===== src/rtl/sdhci_cmd_ctrl.sv =====
// SD CMD-line sequencer: sends a 48-bit command frame with CRC7 and captures or checks the 48/136-bit response.
// The command is accepted one cycle after start_i. Progress is paced only by the sd_clk rise/fall strobes.
// start_i is ignored while busy_o=1. abort_i returns the sequencer to idle on the next cycle.
module sdhci_cmd_ctrl #(
    parameter int unsigned RespTimeout  = 64,
    parameter int unsigned TimeoutWidth = 8
) (
    input  logic         clk_i,
    input  logic         rst_ni,
    input  logic         sd_clk_rise_i,
    input  logic         sd_clk_fall_i,
    input  logic         start_i,
    input  logic         abort_i,
    input  logic [5:0]   cmd_index_i,
    input  logic [31:0]  cmd_arg_i,
    input  logic [1:0]   resp_type_i,
    input  logic         crc_check_en_i,
    input  logic         index_check_en_i,
    input  logic         cmd_i,
    output logic         cmd_o,
    output logic         cmd_oe_o,
    output logic         busy_o,
    output logic         done_o,
    output logic [119:0] resp_o,
    output logic         timeout_err_o,
    output logic         crc_err_o,
    output logic         end_bit_err_o,
    output logic         index_err_o
);
    typedef enum logic [2:0] {IDLE, TX, WAIT_RESP, RX, DONE} state_t;

    localparam logic [TimeoutWidth-1:0] ToutLast = TimeoutWidth'(RespTimeout - 1);

    state_t                  state;
    logic [47:0]             tx_sh;
    logic [127:0]            rx_sh;
    logic [6:0]              crc;
    logic [7:0]              bit_cnt;
    logic [TimeoutWidth-1:0] tout_cnt;
    logic                    tout_hit;
    logic [5:0]              idx_q;
    logic [1:0]              type_q;
    logic                    crc_en_q;
    logic                    idx_en_q;

    logic       rise;
    logic       fall;
    logic       is_long;
    logic       crc_win;
    logic [7:0] frame_len;

    assign rise      = sd_clk_rise_i;
    assign fall      = sd_clk_fall_i & ~sd_clk_rise_i;
    assign is_long   = (type_q == 2'b01);
    assign frame_len = is_long ? 8'd136 : 8'd48;
    // The start bit of a 48-bit frame is a 0 entering an all-zero CRC, so it is not fed in.
    assign crc_win   = (bit_cnt <= frame_len - 8'd9) && (!is_long || bit_cnt >= 8'd8);

    function automatic logic [6:0] crc7_step(input logic [6:0] c, input logic b);
        logic fb;
        fb = b ^ c[6];
        return {c[5:0], 1'b0} ^ {3'b000, fb, 2'b00, fb};
    endfunction

    always_ff @(posedge clk_i or negedge rst_ni) begin
        if (!rst_ni) begin
            state         <= IDLE;
            tx_sh         <= '0;
            rx_sh         <= '0;
            crc           <= '0;
            bit_cnt       <= '0;
            tout_cnt      <= '0;
            tout_hit      <= 1'b0;
            idx_q         <= '0;
            type_q        <= '0;
            crc_en_q      <= 1'b0;
            idx_en_q      <= 1'b0;
            cmd_o         <= 1'b1;
            cmd_oe_o      <= 1'b0;
            busy_o        <= 1'b0;
            done_o        <= 1'b0;
            resp_o        <= '0;
            timeout_err_o <= 1'b0;
            crc_err_o     <= 1'b0;
            end_bit_err_o <= 1'b0;
            index_err_o   <= 1'b0;
        end else begin
            done_o <= 1'b0;
            if (abort_i) begin
                state    <= IDLE;
                cmd_oe_o <= 1'b0;
                cmd_o    <= 1'b1;
                busy_o   <= 1'b0;
            end else begin
                case (state)
                    IDLE: begin
                        if (start_i) begin
                            tx_sh         <= {2'b01, cmd_index_i, cmd_arg_i, 7'b0, 1'b1};
                            crc           <= '0;
                            bit_cnt       <= '0;
                            tout_hit      <= 1'b0;
                            idx_q         <= cmd_index_i;
                            type_q        <= resp_type_i;
                            crc_en_q      <= crc_check_en_i;
                            idx_en_q      <= index_check_en_i;
                            busy_o        <= 1'b1;
                            timeout_err_o <= 1'b0;
                            crc_err_o     <= 1'b0;
                            end_bit_err_o <= 1'b0;
                            index_err_o   <= 1'b0;
                            state         <= TX;
                        end
                    end
                    TX: begin
                        if (fall) begin
                            if (bit_cnt == 8'd48) begin
                                cmd_oe_o <= 1'b0;
                                cmd_o    <= 1'b1;
                                crc      <= '0;
                                bit_cnt  <= '0;
                                tout_cnt <= '0;
                                state    <= (type_q == 2'b00) ? DONE : WAIT_RESP;
                            end else begin
                                cmd_oe_o <= 1'b1;
                                bit_cnt  <= bit_cnt + 8'd1;
                                if (bit_cnt < 8'd40) begin
                                    cmd_o <= tx_sh[47];
                                    crc   <= crc7_step(crc, tx_sh[47]);
                                    tx_sh <= {tx_sh[46:0], 1'b0};
                                end else if (bit_cnt < 8'd47) begin
                                    cmd_o <= crc[6];
                                    crc   <= {crc[5:0], 1'b0};
                                end else begin
                                    cmd_o <= 1'b1;
                                end
                            end
                        end
                    end
                    WAIT_RESP: begin
                        if (rise) begin
                            if (!cmd_i) begin
                                rx_sh   <= {rx_sh[126:0], 1'b0};
                                bit_cnt <= 8'd1;
                                state   <= RX;
                            end else if (tout_cnt == ToutLast) begin
                                tout_hit <= 1'b1;
                                state    <= DONE;
                            end else begin
                                tout_cnt <= tout_cnt + 1'b1;
                            end
                        end
                    end
                    RX: begin
                        if (rise) begin
                            rx_sh   <= {rx_sh[126:0], cmd_i};
                            bit_cnt <= bit_cnt + 8'd1;
                            if (crc_win) crc <= crc7_step(crc, cmd_i);
                            if (bit_cnt == frame_len - 8'd1) state <= DONE;
                        end
                    end
                    DONE: begin
                        done_o <= 1'b1;
                        busy_o <= 1'b0;
                        state  <= IDLE;
                        if (tout_hit) begin
                            timeout_err_o <= 1'b1;
                        end else if (type_q != 2'b00) begin
                            resp_o        <= is_long ? rx_sh[127:8] : {88'b0, rx_sh[39:8]};
                            crc_err_o     <= crc_en_q && (crc != rx_sh[7:1]);
                            end_bit_err_o <= ~rx_sh[0];
                            index_err_o   <= !is_long && idx_en_q && (rx_sh[45:40] != idx_q);
                        end
                    end
                    default: state <= IDLE;
                endcase
            end
        end
    end
endmodule


===== config.mk =====
export PLATFORM = sky130hd
export DESIGN_NAME = sdhci_cmd_ctrl
export DESIGN_NICKNAME = d
export VERILOG_FILES = /design/src/rtl/sdhci_cmd_ctrl.sv
export SDC_FILE = /design/constraint.sdc
export NUM_CORES = 1
export LEC_CHECK = 0
export CORE_ASPECT_RATIO = 0.7
export CORE_MARGIN = 1
export CORE_UTILIZATION = 30
export DETAILED_ROUTE_END_ITERATION = 10
export GPL_TIMING_DRIVEN = 0
export PLACE_DENSITY = 0.55
export SLEW_MARGIN = 20
export SYNTH_ARGS = -nofsm -noshare
export SYNTH_HDL_FRONTEND = slang
export SYNTH_SLANG_ARGS = --single-unit

===== constraint.sdc =====
create_clock -name clk_i -period 2.8 [get_ports clk_i]
set_input_delay 0.42 -clock clk_i [delete_from_list [all_inputs] [get_ports clk_i]]
set_output_delay 0.42 -clock clk_i [all_outputs]
set_load 0.01 [all_outputs]

Fig. 1: run 1, I/O pins on the die edge
(1 px per um) Pins as bars across the die edge, other pins in grey.
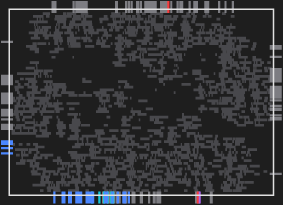
legend:
  `cmd_index_i`:
    colour: cyan
    pins: 6
    direction: input
    edge: bottom
  `cmd_i`:
    colour: purple
    pins: 1
    direction: input
    edge: bottom
  `resp_type_i`:
    colour: red
    pins: 2
    direction: input
    edge: 1 bottom, 1 top
  `cmd_arg_i`:
    colour: blue
    pins: 32
    direction: input
    edge: 27 bottom, 5 left
all pins by edge: 59 bottom, 56 top, 31 left, 31 right
Die Width: 263 um
port buffer count: 175

Fig. 2: run 1, clock nets
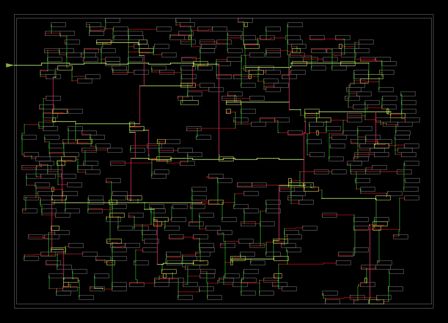
number of clock-tree buffers in the layout: 58
flop count: 341

Fig. 3: run 1, met2 routing
(1.5 px per um)
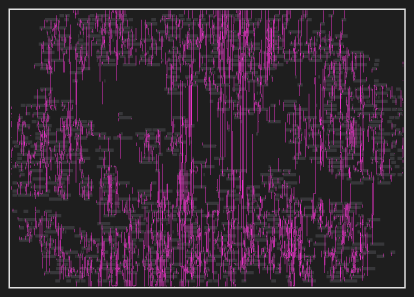
share of all routed wire: 44%
main direction: vertical
routed via count: 9975
GR Layer Usage met2: 0.225
aggregate routed wire length: 35000 um

==> writeup.txt, run 1 <==
For the number of warnings printed during yosys synthesis, the log shows 0. With the simple-gate portion of the synthesized area at 0.170, the cell count of the worst hold path is 3. For the worst min-delay path, the startpoint reported by OpenROAD is cmd_i. Per the layout area report, the combinational gate area comes to 5300 um2.

The clock reaches the later pin of the worst-skew pair after 530 ps. The most common cell after layout, fill and taps aside is sky130_fd_sc_hd__nand2_1. For the relative max-transition margin, the log shows 0.478. After detailed routing, the wire length on met1 is 17700 um. The finished layout holds 2165 standard cells, fillers aside. The average size of a mapped cell was 11.0 um2. The proportion of layout cells with a drive suffix above 1 is 0.171, and the area added between synthesis and finish is 27.4%.

The buffers plus inverters on the worst setup path came out at 3. The minimum period implied by the final worst setup slack works out to 2640 ps. The top cell type's share of synthesized area came out at 0.595. The leakage power in the latest report is 8.91 nW.

The start-to-end type of the worst setup path was reg2reg. The worst setup path is captured at a flip-flop. Highest-utilization routing layer at the global route stage: met2. Once layout is done, the placed cells without fillers occupy 18200 um2.

Chip area line of the yosys report: 14300 um2. Timing endpoint of the critical path: crc[4]. The post-synthesis compound-gate area fraction is 0.0517. In the layout the commonest cells are sky130_fd_sc_hd__nand2_1 (385), sky130_fd_sc_hd__dfrtp_1 (340), sky130_fd_sc_hd__clkdlybuf4s50_1 (174). The most critical hold endpoint after final layout shows a slack of 360 ps. The run finished with clean final reports. Number of multi-input combinational cells: 872.

The tools report the number of fill cells in the layout as 4580. In the routed layout, each cell is associated on average with a via count of 4.61. Top layer reached by signal wires: met4.

For this run, the top clock speed supported by timing is 379 MHz. The final-report setup violation count is 0, and the register bit total from synthesis is 341. Combinational share of power: 0.165. The met1 track utilization from global routing is 0.215.
[run 1: power groups by stage]
stage | Clock (mW) | Combinational (mW) | Sequential (mW)
5_1_grt | 5.42 | 2.40 | 5.68
2_1_floorplan | 0 | 1.44 | 5.63
6_report | 5.03 | 2.11 | 5.62
3_3_place_gp | 0 | 2.05 | 5.71
3_5_place_dp | 0 | 2.11 | 5.71
4_1_cts | 5.21 | 2.14 | 5.62
[run 1: flip-flops by register name (all words and copies together), names as in the netlist, 2 cells and up]
| name | flops |
|---|---|
| tx_sh | 48 |
| state | 3 |
| tout_cnt | 8 |
| bit_cnt | 8 |
| crc | 7 |
| idx_q | 6 |
| rx_sh | 128 |
| resp_o | 120 |
| type_q | 2 |
## Run 2: what changed since run 1
CTS_CLUSTER_DIAMETER = 100   (was not set)
Fig. 4: run 2, met2 routing
(1.5 px per um)
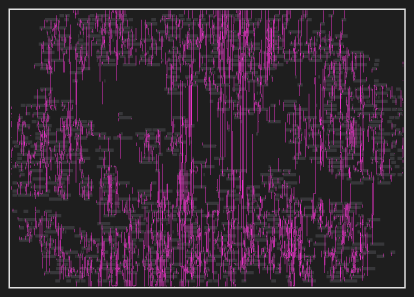
wire length on this layer: 15500 um
longest straight run: 118 um
main direction: vertical
nets with wire on the layer: 1304

==> writeup.txt, run 2 <==
The run gives 2165 (unchanged) for the count of placed standard cells in the final layout, fillers left out. The run gives 14300 um2 (unchanged) for the chip area line of the yosys report. The routed via count is 9975 (unchanged).

The post-synthesis compound-gate area fraction works out to 0.0517 (unchanged). The worst setup path is of the reg2reg kind. The cell count of the worst hold path works out to 3 (unchanged). With the top cell type's share of synthesized area at 0.595 (unchanged), the total leakage power is 8.91 nW (unchanged). The number of warnings printed during yosys synthesis came out at 0 (unchanged). The average size of a mapped cell is 11.0 um2 (unchanged).

The number of fill cells in the layout came out at 4580 (unchanged). With the area used by multi-input combinational logic at 5300 um2 (unchanged), the final-report setup violation count is 0 (unchanged). The tools report the relative max-transition margin as 0.478 (unchanged). The via density per instance came out at 4.61 (unchanged). The flow ran to the end, and the final reports show no timing, DRC or antenna violations. The count of flip-flops and latches is 341 (unchanged). In the final layout, the registers with the most flip-flops are rx_sh (128), resp_o (120), tx_sh (48).

The tools report the post-detailed-routing wire length as 35000 um (unchanged). The run gives 0.125 for the area share of buffers outside the clock network. The run gives 1 for the total of cells resized after clock tree synthesis. The flip-flop count of the largest register after layout was 128 (unchanged); the number of multi-input combinational cells was 872 (unchanged). Proportion of layout cells with a drive suffix above 1: 0.171 (unchanged).

Leaving out fill and tap cells, the most frequent cell in the layout is sky130_fd_sc_hd__nand2_1. The run gives 18200 um2 (unchanged) for the post-route cell area. Leaving out fill and tap cells, the most frequent cells in the layout are sky130_fd_sc_hd__nand2_1 (385), sky130_fd_sc_hd__dfrtp_1 (340), sky130_fd_sc_hd__clkdlybuf4s50_1 (174).

The run gives 612 for the number of well taps. The run gives 175 (unchanged) for the count of input and output buffers. The top register by number of flip-flops was rx_sh. The run gives 530 ps (about the same) for the insertion delay of the later-clocked pin in the worst-skew pair. The run gives 379 MHz (unchanged) for the highest clock frequency the design can meet. The final-layout worst hold slack came out at 360 ps (unchanged). The timing endpoint of the critical path was crc[4]. Per the hold report, the tightest min-delay path originates at cmd_i. Sequential fraction of the synthesis area: 0.597. The tools report the endpoint class of the critical path as a flip-flop.

The simple-gate portion of the synthesized area came out at 0.170 (unchanged). The register bit total from synthesis was 341 (unchanged).
Fig. 5: run 2, cells coloured by class
(1.5 px per um) Fill, decap, tap and diode cells in grey.
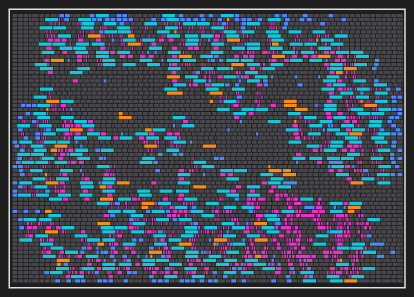
legend:
  combinational and other logic:
    colour: magenta
    cells: 885
  sequential cells:
    colour: cyan
    cells: 341
  clock drivers and dummy loads:
    colour: orange
    cells: 68
  remaining buffers and delay cells:
    colour: blue
    cells: 258
flop share of the area: 0.469
Std-Cell Rows: 66

run 2: cell counts after synthesis:
No cell type changed its count.
run 2: worst max-delay path, delay by kind of cell (launching register included):
family	cells	cell delay, ps
flip-flops	1	390
AND/OR/NAND/NOR	1	180
buffers and inverters	3	510
multiplexers	1	290
adder cells (fa/ha/maj)	1	330
AND-OR/OR-AND	4	810
run 2: report_power, final:
part	switching, mW	leakage [nW]	total [mW]	internal [mW]
logic	1.29	3.61	2.11	0.814
registers	0.275	4.68	5.62	5.35
clock network	2.02	0.630	5.03	3.00
total	3.59	8.91	12.8	9.17
run 2: metal layers:
layer | wire, um | track usage | vias up
met1 | 17700 | 0.215 | 4916
met4 | 489 | 0.0327 | 0
met2 | 15500 | 0.225 | 161
li1 | - | - | 4857
met5 | 0 | 0 | -
met3 | 1340 | 0.0271 | 41
Fig. 6: run 2, clock distribution
(2 px per um)
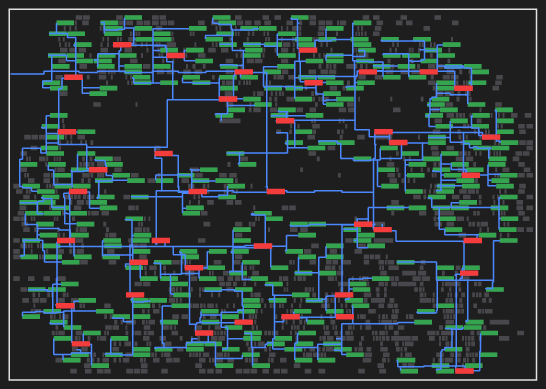

## Run 3: what changed since run 2
--- a/config.mk
+++ b/config.mk
@@ -11,5 +11,5 @@
 export CTS_CLUSTER_DIAMETER = 100
 export DETAILED_ROUTE_END_ITERATION = 10
-export GPL_TIMING_DRIVEN = 0
+export MAX_ROUTING_LAYER = met4
 export PLACE_DENSITY = 0.55
 export SLEW_MARGIN = 20
==> constraint.sdc (replaced) <==
create_clock -name clk_i -period 2.8 [get_ports clk_i]
set_input_delay 0.42 -clock clk_i [delete_from_list [all_inputs] [get_ports clk_i]]
set_output_delay 0.42 -clock clk_i [all_outputs]
set_load 0.1 [all_outputs]
Fig. 7: run 3, clock distribution
(2 px per um)
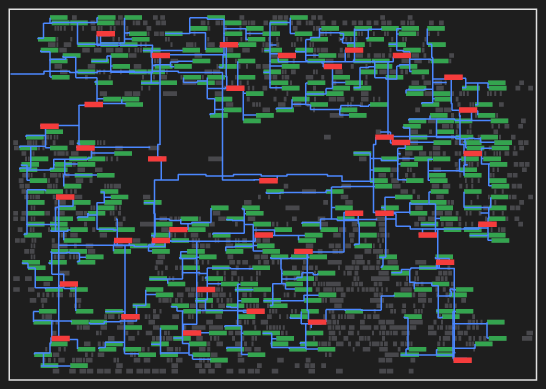
legend:
  clock wires:
    colour: blue
    length: 4620 um
  clock drivers:
    colour: red
    count: 37
  flip-flops:
    colour: green
    count: 341
routed clock nets: 38
clock skew: 19.0 ps
Clock Power: 4.47 mW
fraction of power consumed by the clock network: 0.366
worst skew pair latency: 530 ps

Fig. 8: run 3, cells coloured by class
(1.5 px per um) Fill, decap, tap and diode cells in grey.
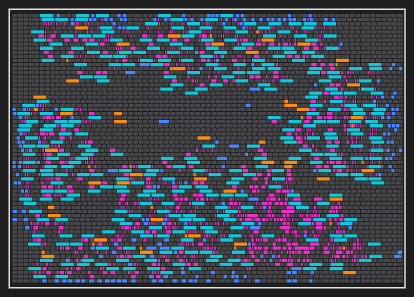
final core occ: 0.377
flop share of the area: 0.485
Core Box Area: 46700 um2
final std cell area, no fill: 17600 um2

==> writeup.txt, run 3 <==
The run finished with clean final reports. By area the synthesized netlist is led by sky130_fd_sc_hd__dfrtp_1 (60%), sky130_fd_sc_hd__mux2_2 (10%), sky130_fd_sc_hd__nand2_1 (10%). The largest register by flop count is rx_sh. The run gives 2107 (-2.7%) as the count of placed standard cells in the final layout, fillers left out.

The total leakage power is 9.02 nW (+1.2%). With the proportion of layout cells with a drive suffix above 1 at 0.247 (+0.0754), the top cell type's share of synthesized area is 0.595 (unchanged). The run gives 14500 um (-5.9%) for the sum of met2 wire segment lengths after detailed routing. The total overflow left after global routing is 0. The via density per instance works out to 4.66 (+1.1%). The flip-flop count of the largest register after layout works out to 128 (unchanged). The routing usage on met3 came out at 0.0259 (-0.00120). The chip area line of the yosys report is 14300 um2 (unchanged).

The buffers plus inverters on the worst setup path was 2 (-1); the final-layout worst hold slack was 444 ps (+84.1 ps). The met1 track utilization from global routing is 0.199 (-0.0166). The top layer reached by signal wires was met4. For the worst setup path, the data arrival time is 2900 ps. Highest-utilization routing layer at the global route stage: met2. The most common cell after layout, fill and taps aside was sky130_fd_sc_hd__nand2_1.

The smallest clock period supported by the final layout is computed as 2460 ps. The number of warnings printed during yosys synthesis is 0 (unchanged). The placement row count came out at 66 (unchanged). Following the worst setup path forward leads to its endpoint at crc[5].

The sum of met3 wire segment lengths after detailed routing is 1290 um (-3.7%), and the relative max-transition margin is 0.351 (-0.128). The routed via count was 9811 (-1.6%). Counting along the longest clock path gives a buffer depth of 3. For the total of cells resized after clock tree synthesis, the log shows 0 (-1). After detailed placement, the total cell area comes to 16500 um2.

The tools report the sequential fraction of the synthesis area as 0.597 (unchanged). The tools report the endpoint class of the critical path as a flip-flop. The register bit total from synthesis was 341 (unchanged).

Launch point of the worst path: type_q[1]. The tools report the final-report setup violation count as 0 (unchanged). The cell count of the worst hold path works out to 3 (unchanged).

The global-route total usage across every layer came out at 0.142. Looking at the setup timing report, the critical path kind is reg2reg. The average size of a mapped cell was 11.0 um2 (unchanged); the global routing met2 resource utilization was 0.212 (-0.0132). The run gives 4639 (+1.3%) for the number of fill cells in the layout.

The largest registers in the layout are rx_sh (128), resp_o (120), tx_sh (48). The run gives 9 (-1) for the path length in cells of the critical path. The die extent in y works out to 185 um.

The most common logic cells in the final layout are sky130_fd_sc_hd__nand2_1 (385), sky130_fd_sc_hd__dfrtp_1 (340), sky130_fd_sc_hd__buf_4 (146). For the worst min-delay path, the startpoint reported by OpenROAD is cmd_index_i[5]. The detailed-routing wirelength on met1 was 16600 um (-6.1%). The family with the most delay on the worst path was AND-OR/OR-AND gates. The tools report the number of instances in the synthesized netlist as 1304.
-- run 3: report_power, final --
group          switching, mW  internal, mW
sequential             0.315          5.35
combinational           1.29         0.792
clock                   1.97          2.50
-- run 3: layout make-up --
cell class / instances / area (um2) / share of cell area
sequential: 341 / 8530 / 0.485
multi-input combinational: 872 / 5330 / 0.303
timing repair buffer: 207 / 1830 / 0.104
clock buffer: 47 / 983 / 0.0559
tap: 612 / 766 / 0.0435
clock inverter: 15 / 108 / 0.00611
inverter: 13 / 48.8 / 0.00277
-- run 3: cells by family (layout without fill, tap and decap cells) --
group,Yosys count,in the layout,share of synthesized area
simple gates,560,560,0.170
mux,175,175,0.135
flops,341,341,0.597
buf+inv,91,282,0.0320
compound gates,116,116,0.0517
xor+xnor,15,15,0.00919
fa+ha+maj,6,6,0.00525
Power and IR drop assume default switching activity.
